$ cat config.mk
export PLATFORM = sky130hd
export DESIGN_NAME = branch_predictor_bht
export DESIGN_NICKNAME = d
export VERILOG_FILES = /design/src/rtl/branch_predictor_bht.sv
export SDC_FILE = /design/constraint.sdc
export NUM_CORES = 1
export LEC_CHECK = 0
export CORE_MARGIN = 3
export CORE_UTILIZATION = 46
export CTS_BUF_LIST = sky130_fd_sc_hd__clkbuf_2 sky130_fd_sc_hd__clkbuf_4 sky130_fd_sc_hd__clkbuf_8
export DETAILED_ROUTE_END_ITERATION = 8
export GPL_ROUTABILITY_DRIVEN = 0
export GPL_TIMING_DRIVEN = 0
export HOLD_SLACK_MARGIN = 0.02
export PLACE_DENSITY_LB_ADDON = 0.3
export REMOVE_ABC_BUFFERS = 1
export SYNTH_ARGS = -nofsm -noshare
export SYNTH_HDL_FRONTEND = slang
export SYNTH_SLANG_ARGS = --single-unit
$ cat constraint.sdc
create_clock -name clk -period 3.9 [get_ports clk]
set_input_delay 0.585 -clock clk [delete_from_list [all_inputs] [get_ports clk]]
set_output_delay 0.585 -clock clk [all_outputs]
set_load 0.005 [all_outputs]
$ cat src/rtl/branch_predictor_bht.sv
// branch_predictor_bht: BEQ/BNE/J/JAL decode with a saturating-counter BHT, target prediction and mispredict tracking
module branch_predictor_bht #(
  parameter int IDX_W = 4,
  parameter int CTR_W = 2,
  parameter int INIT_CTR = 1,
  parameter int CNT_W = 16
) (
  input  logic             clk,
  input  logic             rst,
  input  logic             if_valid,
  input  logic [31:0]      if_pc,
  input  logic [31:0]      if_instr,
  output logic             pred_valid,
  output logic             pred_is_branch,
  output logic             pred_is_jump,
  output logic             pred_taken,
  output logic [31:0]      pred_target,
  input  logic             upd_valid,
  input  logic [31:0]      upd_pc,
  input  logic             upd_taken,
  input  logic             upd_pred_taken,
  output logic             mispredict,
  output logic [CNT_W-1:0] miss_count
);
  localparam int N = 2 ** IDX_W;
  localparam logic [CTR_W-1:0] CMAX = '1;
  logic [CTR_W-1:0] bht [N];
  logic [5:0] op;
  logic is_br, is_j, tk, miss;
  logic [CTR_W-1:0] ctr, uctr;
  logic [31:0] pc4, simm, tgt;
  // decode the IF opcode and form direction and target from the pre-update counter
  always_comb begin
    op = if_instr[31:26];
    is_br = op == 6'b000100 || op == 6'b000101;
    is_j = op == 6'b000010 || op == 6'b000011;
    ctr = bht[if_pc[IDX_W+1:2]];
    uctr = bht[upd_pc[IDX_W+1:2]];
    tk = is_br ? ctr[CTR_W-1] : is_j;
    pc4 = if_pc + 32'd4;
    simm = {{14{if_instr[15]}}, if_instr[15:0], 2'b00};
    tgt = is_j ? {pc4[31:28], if_instr[25:0], 2'b00} : tk ? pc4 + simm : pc4;
    miss = upd_valid && upd_taken != upd_pred_taken;
  end
  // register predictions, train the addressed counter and track mispredictions
  always_ff @(posedge clk) begin
    if (rst) begin
      for (int i = 0; i < N; i++) bht[i] <= CTR_W'(INIT_CTR);
      pred_valid <= 1'b0;
      pred_is_branch <= 1'b0;
      pred_is_jump <= 1'b0;
      pred_taken <= 1'b0;
      pred_target <= 32'd0;
      mispredict <= 1'b0;
      miss_count <= '0;
    end else begin
      pred_valid <= if_valid;
      pred_is_branch <= if_valid && is_br;
      pred_is_jump <= if_valid && is_j;
      pred_taken <= if_valid && tk;
      pred_target <= if_valid ? tgt : 32'd0;
      if (upd_valid)
        bht[upd_pc[IDX_W+1:2]] <= upd_taken ? (uctr == CMAX ? uctr : uctr + CTR_W'(1))
                                            : (uctr == '0 ? uctr : uctr - CTR_W'(1));
      mispredict <= miss;
      if (miss && miss_count != '1) miss_count <= miss_count + CNT_W'(1);
    end
  end
endmodule
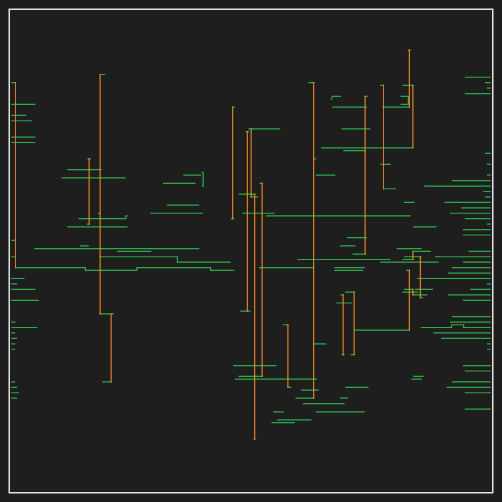
Figure 1: run 1, signal wires by layer.
(4 px per um) Two of the layers only.
- orange: M4 (wire length 588 um)
- green: M3 (wire length 955 um)
DR WL/cell: 17.8 um
GRT Total Usage: 22.8%
via count: 5695
WL final: 17000 um

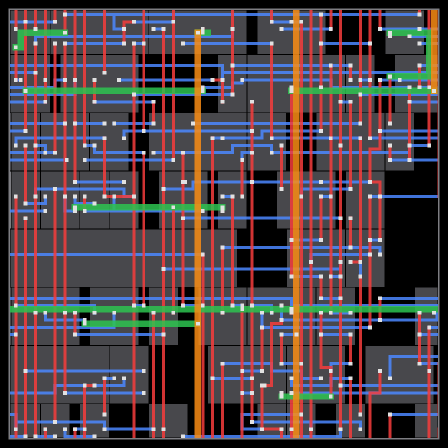
Figure 2: run 1, zoomed window.
Region (80, 80) to (100, 100) um. Cells in grey, sequential cells in the stronger grey; small squares are vias.
- blue: M1
- red: M2
- green: M3
- orange: M4
- cells with their middle in the window: 47
- most frequent: nand2_1 (7), nor2_1 (7), a21oi_1 (4)
- sequential cells in the window: 0

==> notes.md, run 1 <==
impl run done, here's what came out: status=finished, final reports clean, total CTS buffers=9, flip-flops with a built-in enable=32, Critical Path Fanout Max=4, Area Overhead vs Synth=31.2%, Crit. End Element=register, Top cell area share=17.6%, IO buf count=125, critical path class=input pin to register, share of cells above drive strength 1=12.8%, Die Ht=121 um, highest metal used=met4, I/O pin count=155, root buf cell=clkbuf_8, vias per cell=5.94, Detailed Routing Iterations Pass 1=6, Yosys cell types=64, Core Region=12700 um2, global-route wire length before repair=26700 um, Min-Delay Endpoint=miss_count[14], Most common reg cell=dfxtp_1, Initial DRC Count=329, CTS HTree Levels=3, HPWL after detailed placement=11900 um, Gate Area=4090 um2, Synth top cells by count=72 x nor2_1, 66 x nand2_1, 53 x dfxtp_1, ys async rst share=0%, final period utilization=98.1%, yosys warns=0, Max-slew headroom=23.4%, Main area contributors=dfxtp_1 18%, edfxtp_1 16%, ha_1 7.7%, CTS Sinks=85, final setup fails=0, Chip Area, Yosys=6030 um2, cell count after synthesis=672, Worst Hold Class=register to register, Worst VDD drop=202 uV, antenna-violating nets left=0
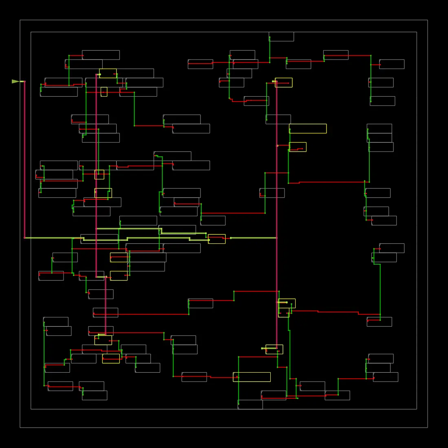
Figure 3: run 1, the clock network.
flop count: 85
power in the clock group: 0.754 mW

[run 1: cells in the final DEF (no fill, tap or decap), types with 12 or more instances in the layout]
master	count
nor3_1	12
a21oi_1	42
o21ai_0	19
nand2b_1	19
dfxtp_1	53
xor2_1	22
nand4_1	12
a21o_1	15
xnor2_1	29
ha_1	28
nand2_1	64
inv_1	12
nor2_1	69
mux4_2	14
nand3_1	34
edfxtp_1	32
clkdlybuf4s50_1	116
[run 1: worst max-delay path: stages]
cell	delay, ns
clkdlybuf4s50_1	0.54
and4_4	0.30
and3_4	0.23
nand2_2	0.11
nor2_4	0.14
and3_1	0.21
xor2_2	0.25
ha_1	0.31
a21oi_1	0.16
o21ai_0	0.13
nand2b_1	0.09
o31ai_1	0.08
o41a_1	0.37
or3_1	0.33
nand3_1	0.09
a21oi_1	0.09
[run 1: repair_timing]
item | CTS | global route
pin swaps | 4 | 14
gates resized | 25 | 44
buffers inserted | 3 | 3
endpoints found under the setup margin | 15 | 8
[run 1: registers in the layout, summed over array words and instances, names as in the netlist]
name	flops
bht	32
mispredict	1
miss_count	16
pred_is_branch	1
pred_is_jump	1
pred_taken	1
pred_target	32
pred_valid	1
[run 1: stage by stage]
stage / hold slack (ns) / setup slack (ns)
after floorplan: 0.477 / 0.408
after global placement: 0.491 / -1.11
after detailed placement: 0.506 / -1.17
after CTS: 0.522 / 0.0410
after global routing: 0.558 / -0.0268
final: 0.528 / 0.0756
[run 1: report_power, final]
part	total [mW]	internal (mW)	switching, mW
clock network	0.754	0.408	0.347
logic	0.609	0.297	0.313
registers	0.957	0.945	0.0113
total	2.32	1.65	0.671
[run 1: area by class of cell]
| class | count | area share [%] |
|---|---|---|
| Sequential cell | 85 | 25.5 |
| Clock inverter | 3 | 0.869 |
| Inverter | 13 | 0.617 |
| Multi-Input combinational cell | 542 | 51.7 |
| Clock buffer | 13 | 2.07 |
| Timing Repair Buffer | 131 | 16.5 |
| Tap cell | 172 | 2.72 |
[run 1: kinds of logic after synthesis]
family | Yosys count | share of synthesized area (%)
AND-OR/OR-AND | 143 | 16.6
AND/OR/NAND/NOR | 280 | 23.1
XOR/XNOR | 60 | 8.71
flip-flops | 85 | 33.5
multiplexers | 19 | 6.10
buffers and inverters | 45 | 3.57
adder cells (fa/ha/maj) | 40 | 8.36
[run 1: metal layers]
metal	global-route usage, %	vias up
met3	3.93	48
met5	0	-
met4	10.8	0
met2	40.3	211
li1	-	2684
met1	26.7	2752
[run 1: worst max-delay path by stage]
stage                 endpoint  startpoint  cells past startpoint
2_1_floorplan  pred_target[31]    if_pc[5]                     14
3_3_place_gp   pred_target[30]    if_pc[2]                     13
3_5_place_dp   pred_target[30]    if_pc[2]                     13
4_1_cts        pred_target[31]    if_pc[9]                     15
5_1_grt        pred_target[31]   if_pc[16]                     15
6_report       pred_target[26]   if_pc[11]                     16
Figure 4. M2 wires (run 1).
(3 px per um)
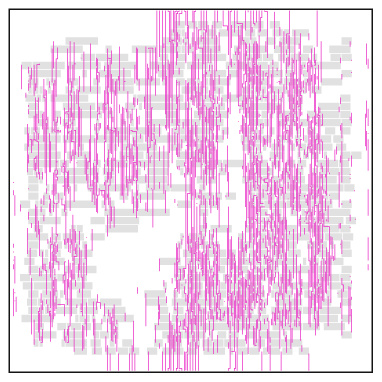

==> run 1 -> run 2 <==
Settings changed: CAP_MARGIN from default to 20.
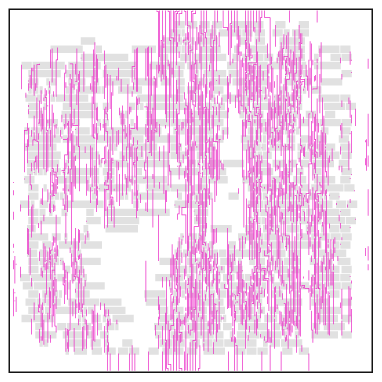
Figure 5: run 2, M2 wires.
(3 px per um)
- main direction: vertical
- longest straight run: 54.4 um
- nets with wire on the layer: 813
- share of all routed wire: 51%
- wire length on this layer: 8450 um
GR Layer Usage met2: 38.5%
via count: 5641
WL final: 16700 um

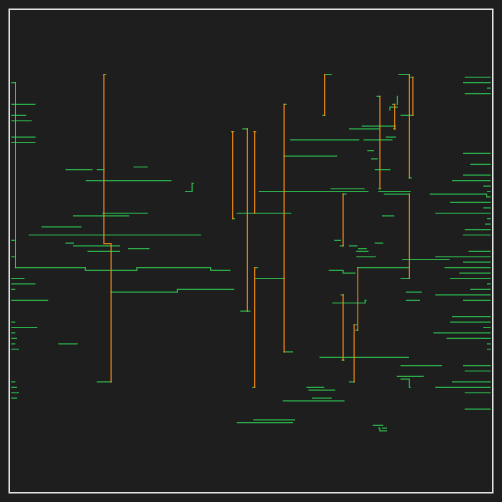
Figure 6: run 2, signal wires by layer.
(4 px per um) Two of the layers only.
- orange: M4 (wire length 460 um)
- green: M3 (wire length 903 um)
DR WL/cell: 17.3 um
GRT Total Usage: 22.3%

==> notes.md, run 2 <==
impl run done, here's what came out: final setup fails=0 (unchanged), flip-flops with a built-in enable=32 (unchanged), buffer-and-inverter tally for the worst setup path=2 (+1), CP max stage cell=clkdlybuf4s15_1, CTS HTree Levels=3 (unchanged), mapped cell area=6030 um2, HPWL after detailed placement=12000 um (+1.2%), CTS Sinks=85 (unchanged), Critical Path Fanout Max=9 (+5), vias per cell=5.85 (-1.6%), yosys xor share=8.71% (unchanged), Most common reg cell=dfxtp_1, status=finished, final reports clean, fraction of the mapped netlist area in adder cells=8.36% (unchanged), placed cells=938, die area=14500 um2, Chip Area, Yosys=6030 um2 (unchanged), Mux area share=6.10% (unchanged), Core Region=12700 um2 (unchanged), antenna-violating nets left=0 (unchanged), Initial DRC Count=340 (+3.3%), Top cell area share=17.6% (unchanged), Yosys cell types=64 (unchanged), I/O pin count=155 (unchanged), Max-slew headroom=23.7% (+0.33 points), Crit. End Element=register, Worst VDD drop=199 uV (-1.6%), delay-heaviest family, CP=simple AND/OR/NAND/NOR gates, root buf cell=clkbuf_8, Largest regs=bht (32), pred_target (32), miss_count (16), total CTS buffers=9 (unchanged), Area Overhead vs Synth=32.2%, yosys warns=0 (unchanged), IO buf count=125 (unchanged), CP peak stage delay=0.41 ns (-0.13 ns), Critical Path Stages=16 (unchanged), Main area contributors=dfxtp_1 18%, edfxtp_1 16%, ha_1 7.7%, Detailed Routing Iterations Pass 1=8 (+2), Simple-Gate Area Share=23.1% (unchanged), worst slack at placement=-1.20 ns (-0.0285 ns), share of cells above drive strength 1=13.2% (+0.41 points), Worst Hold Class=register to register, Die Ht=121 um (unchanged), Commonest Layout Cell=clkdlybuf4s50_1, final period utilization=99.2% (+1.1 points), Logic family by area=simple AND/OR/NAND/NOR gates, Critical Path, Cell by Cell=clkdlybuf4s15_1 > and4_4 > nand3_4 > inv_2 > and3_4 > nand3_1 > xnor2_2 > ha_4 > nand2_1 > a21oi_1 > a221o_1 > or3_4 > a211o_1 > a21o_1 > a31o_1 > a21oi_2, worst setup margin=0.0330 ns (-0.0426 ns), most frequent cells in the layout=114 x clkdlybuf4s50_1, 69 x nor2_1, 64 x nand2_1, 53 x dfxtp_1, 42 x a21oi_1
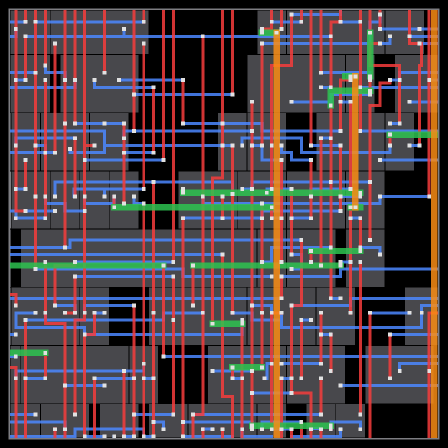
Figure 7: run 2, zoomed window.
Region (80, 80) to (100, 100) um. Cells in grey, sequential cells in the stronger grey; small squares are vias.

-- run 2: cell counts after synthesis --
Identical to the previous run, type by type.
-- run 2: tightest hold or removal path, stage by stage, from the launching register on --
cell and delay [ns]:
dfxtp_1 0.34, o21ai_0 0.08, a21oi_1 0.06
-- run 2: timing repair --
item,4_1_cts,5_1_grt
resized,25,42
pin swaps,2,14
setup buffers,1,9
setup endpoints to repair,15,9
-- run 2: logic make-up after synthesis --
logic type / after synthesis
xor+xnor: 60
buf+inv: 45
fa+ha+maj: 40
mux: 19
flops: 85
simple gates: 280
compound gates: 143
-- run 2: power breakdown --
part | internal (mW) | switching (mW)
Sequential | 0.945 | 0.0114
Combinational | 0.301 | 0.312
Clock | 0.397 | 0.328
-- run 2: worst paths after layout --
check / startpoint / endpoint / slack, ns
hold / removal: miss_count[14] / miss_count[14] / 0.52
setup / recovery: if_pc[4] / pred_target[31] / 0.03
hold reg to reg: miss_count[14] / miss_count[14] / 0.52
setup reg to reg: bht[7][1] / pred_target[24] / 1.20
-- run 2: per-stage QoR --
stage | cell area (um2) | utilization [%]
6_report | 7970 | 62.7
5_1_grt | 7970 | 62.7
4_1_cts | 7680 | 60.4
3_5_place_dp | 7360 | 57.8
3_3_place_gp | 7330 | 57.6
2_1_floorplan | 5870 | -
-- run 2: area by class of cell --
type                    instances  area [um2]  share of cell area [%]
clock buffers                  13         158                    1.98
clock inverters                 3        68.8                   0.863
inverters                      13        48.8                   0.612
multi-input cells             542        4070                    51.0
flip-flops and latches         85        2020                    25.4
well taps                     172         215                    2.70
repair buffers                137        1390                    17.5
-- run 2: layer usage --
metal	up-vias	track usage [%]	routed length [um]
met2	213	38.5	8450
met3	38	3.60	903
met1	2691	27.2	6890
li1	2699	-	-
met5	-	0	0
met4	0	10.6	459
Figure 8. The clock network (run 2).
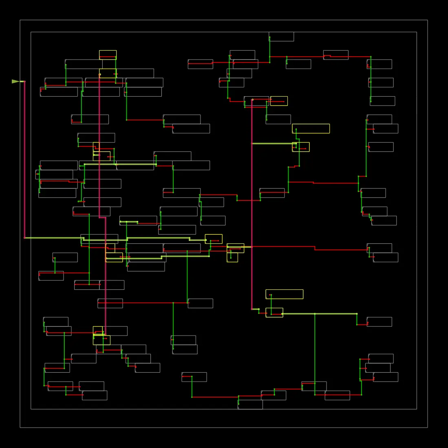

==> run 2 -> run 3 <==
Settings changed: ABC_AREA from default to 1, CORE_UTILIZATION 46 to 49, SETUP_SLACK_MARGIN from default to 0.4.
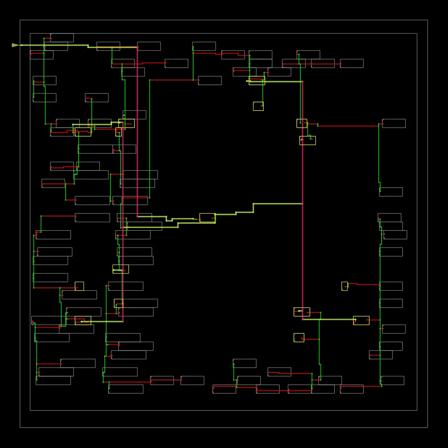
Figure 9: run 3, the clock network.
power in the clock group: 0.598 mW
Worst Skew: 0.00795 ns
total CTS buffers: 9

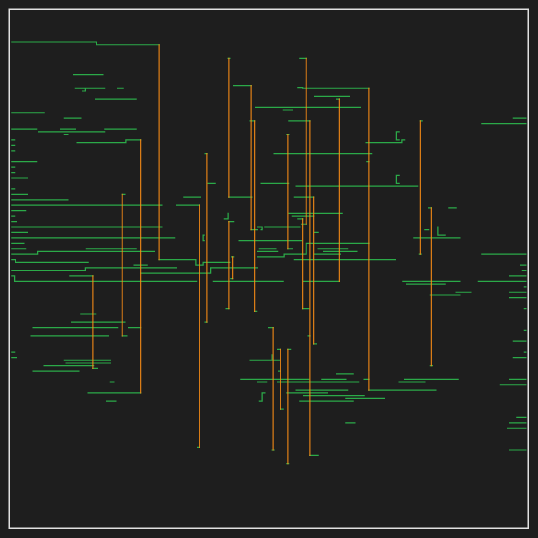
Figure 10: run 3, signal wires by layer.
(4 px per um) Two of the layers only.
- green: M3 (wire length 1290 um)
- orange: M4 (wire length 904 um)
via count: 8110
WL final: 21600 um
DR WL/cell: 13.8 um

==> notes.md, run 3 <==
impl run done, here's what came out: status=finished, final reports clean, Area Overhead vs Synth=23.8%, CP startpoint=if_pc[5], Max-slew headroom=28.3% (+4.6 points), HPWL after detailed placement=17200 um (+43%), Detailed Routing Iterations Pass 1=5 (-3), vias per cell=5.17 (-12%), mapped cell area=7460 um2 (+24%), Main area contributors=nand2_1 23%, dfxtp_1 14%, edfxtp_1 13%, root buf cell=clkbuf_8, Most common reg cell=dfxtp_1, GRT Total Usage=26.1% (+3.8 points), Layout Utilization=62.8% (+0.16 points), Setup crit end=pred_target[21], yosys warns=0 (unchanged), Initial DRC Count=575 (+69%), Crit. End Element=register, CTS Sinks=85 (unchanged), flip-flops with a built-in enable=32 (unchanged), r2r endpoint=pred_target[8], Die Ht=129 um (+7.4%), share of cells above drive strength 1=6.43% (-6.8 points), most frequent cells in the layout=456 x nand2_1, 217 x inv_1, 121 x clkdlybuf4s50_1, 118 x nor2_1, 117 x nand3_1, R2R Path Start=bht[8][1], Largest regs=bht (32), pred_target (32), miss_count (16), die area=16700 um2 (+15%), CTS HTree Levels=3 (unchanged)
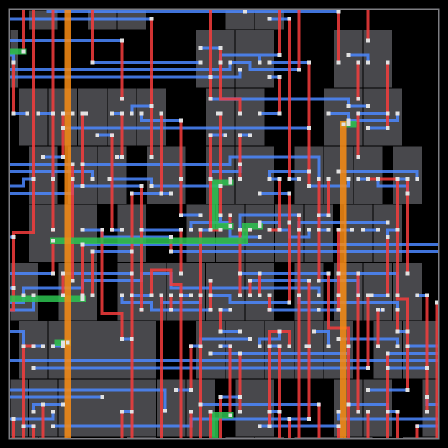
Figure 11: run 3, zoomed window.
Region (87, 87) to (107, 107) um. Cells in grey, sequential cells in the stronger grey; small squares are vias.
- blue: M1
- red: M2
- green: M3
- orange: M4
- cells with their middle in the window: 57
- most frequent: nand2_1 (24), nor2_1 (9), inv_1 (8)
- sequential cells in the window: 0

-- run 3: kinds of logic (layout without fill, tap and decap cells) --
group,after synthesis,count (layout),share of synthesized area (%)
and+or+nand+nor,788,788,44.4
buffers and inverters,241,368,12.6
DFF,85,85,27.1
AOI/OAI and AO/OA,79,79,6.16
adders and majority gates,38,38,6.47
xor gates and xnor gates,27,27,3.17
-- run 3: critical path: stages --
cell and delay (ns):
clkdlybuf4s50_1 0.51, inv_1 0.10, nor2_2 0.18, nand2_1 0.13, nor2_4 0.15, inv_1 0.10, nor2_2 0.13, xnor2_2 0.17
inv_1 0.08, ha_2 0.37, nand2_1 0.10, nor2_2 0.16, inv_1 0.07, nor2_1 0.18, nand4_1 0.20, nand3_1 0.13
nand2_1 0.05, nand2_1 0.09, nand2_1 0.05, nand3_1 0.11, nand2_1 0.06
-- run 3: layout make-up --
class | instances | area, um2 | share of cell area (%)
timing repair buffer | 131 | 1310 | 14.1
tap | 184 | 230 | 2.49
clock buffer | 11 | 139 | 1.50
multi-input combinational | 932 | 4670 | 50.5
clock inverter | 5 | 36.3 | 0.393
inverter | 221 | 833 | 9.02
sequential | 85 | 2020 | 21.9
-- run 3: stage by stage --
stage	setup WS [ns]	area [um2]	instances	hold slack, ns	power (mW)
after floorplan	0.992	7350	1238	0.459	1.42
after global placement	-0.766	8830	1547	0.461	1.66
after detailed placement	-0.640	8870	1550	0.468	1.67
after CTS	0.412	9070	1566	0.481	2.27
after global routing	0.277	9240	1569	0.513	2.41
final	0.489	9240	1569	0.476	2.28
-- run 3: timing repair --
item                                    CTS  global route
buffers inserted                          0             3
pin swaps                                 1             5
hold buffers                              0             0
endpoints found under the setup margin   23            20
resized                                  10            43
-- run 3: per-layer routing --
layer  global-route usage, %  vias up  part of all wire, %
met2                    45.9      249                   50
met3                    4.53       54                  6.0
met4                    12.8        0                  4.2
met1                    30.6     3633                   40
li1                        -     4174                    -
met5                       0        -                    0
-- run 3: power by group --
part           switching (mW)  internal, mW
Sequential             0.0117         0.948
Combinational           0.433         0.289
Clock                   0.350         0.248
Total                   0.795          1.48
-- run 3: how the worst min path moves through the flow --
stage / from / end / slack [ns] / depth (start not counted)
floorplan: miss_count[15] / miss_count[15] / 0.46 / 2
global placement: miss_count[15] / miss_count[15] / 0.46 / 2
detailed placement: miss_count[15] / miss_count[15] / 0.47 / 2
CTS: miss_count[15] / miss_count[15] / 0.48 / 2
global route: miss_count[15] / miss_count[15] / 0.51 / 2
finish: miss_count[15] / miss_count[15] / 0.48 / 2

==> layout pictures side by side <==
I/O nets highlighted.
(3 px per um)
Plate I
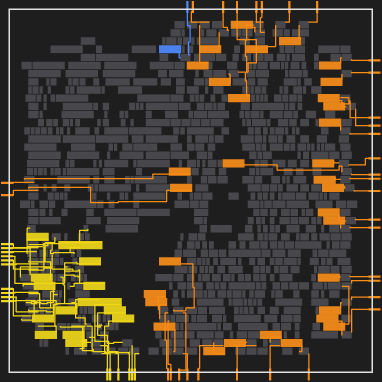
Plate II
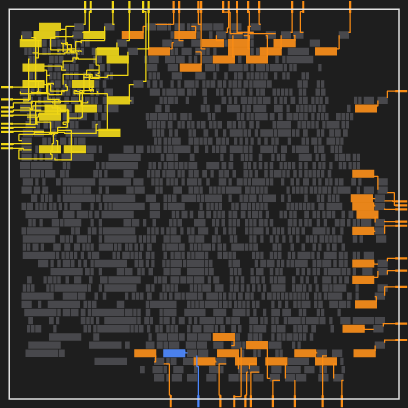
Plate I comes from run 2.
Plate II comes from run 3.
- most cells: Plate II
- largest die: Plate II

Key to Plate II:
- yellow: `miss_count` (direction output; edge 10 left, 6 top; end cells 16; buffers 16; wire 762 um)
- blue: `pred_is_branch` (direction output; edge bottom; end cells 1; buffers 1; wire 15.8 um)
- orange: `pred_target` (direction output; edge 12 top, 11 right, 9 bottom; end cells 32; buffers 32; wire 407 um)

Power and IR drop assume default switching activity.
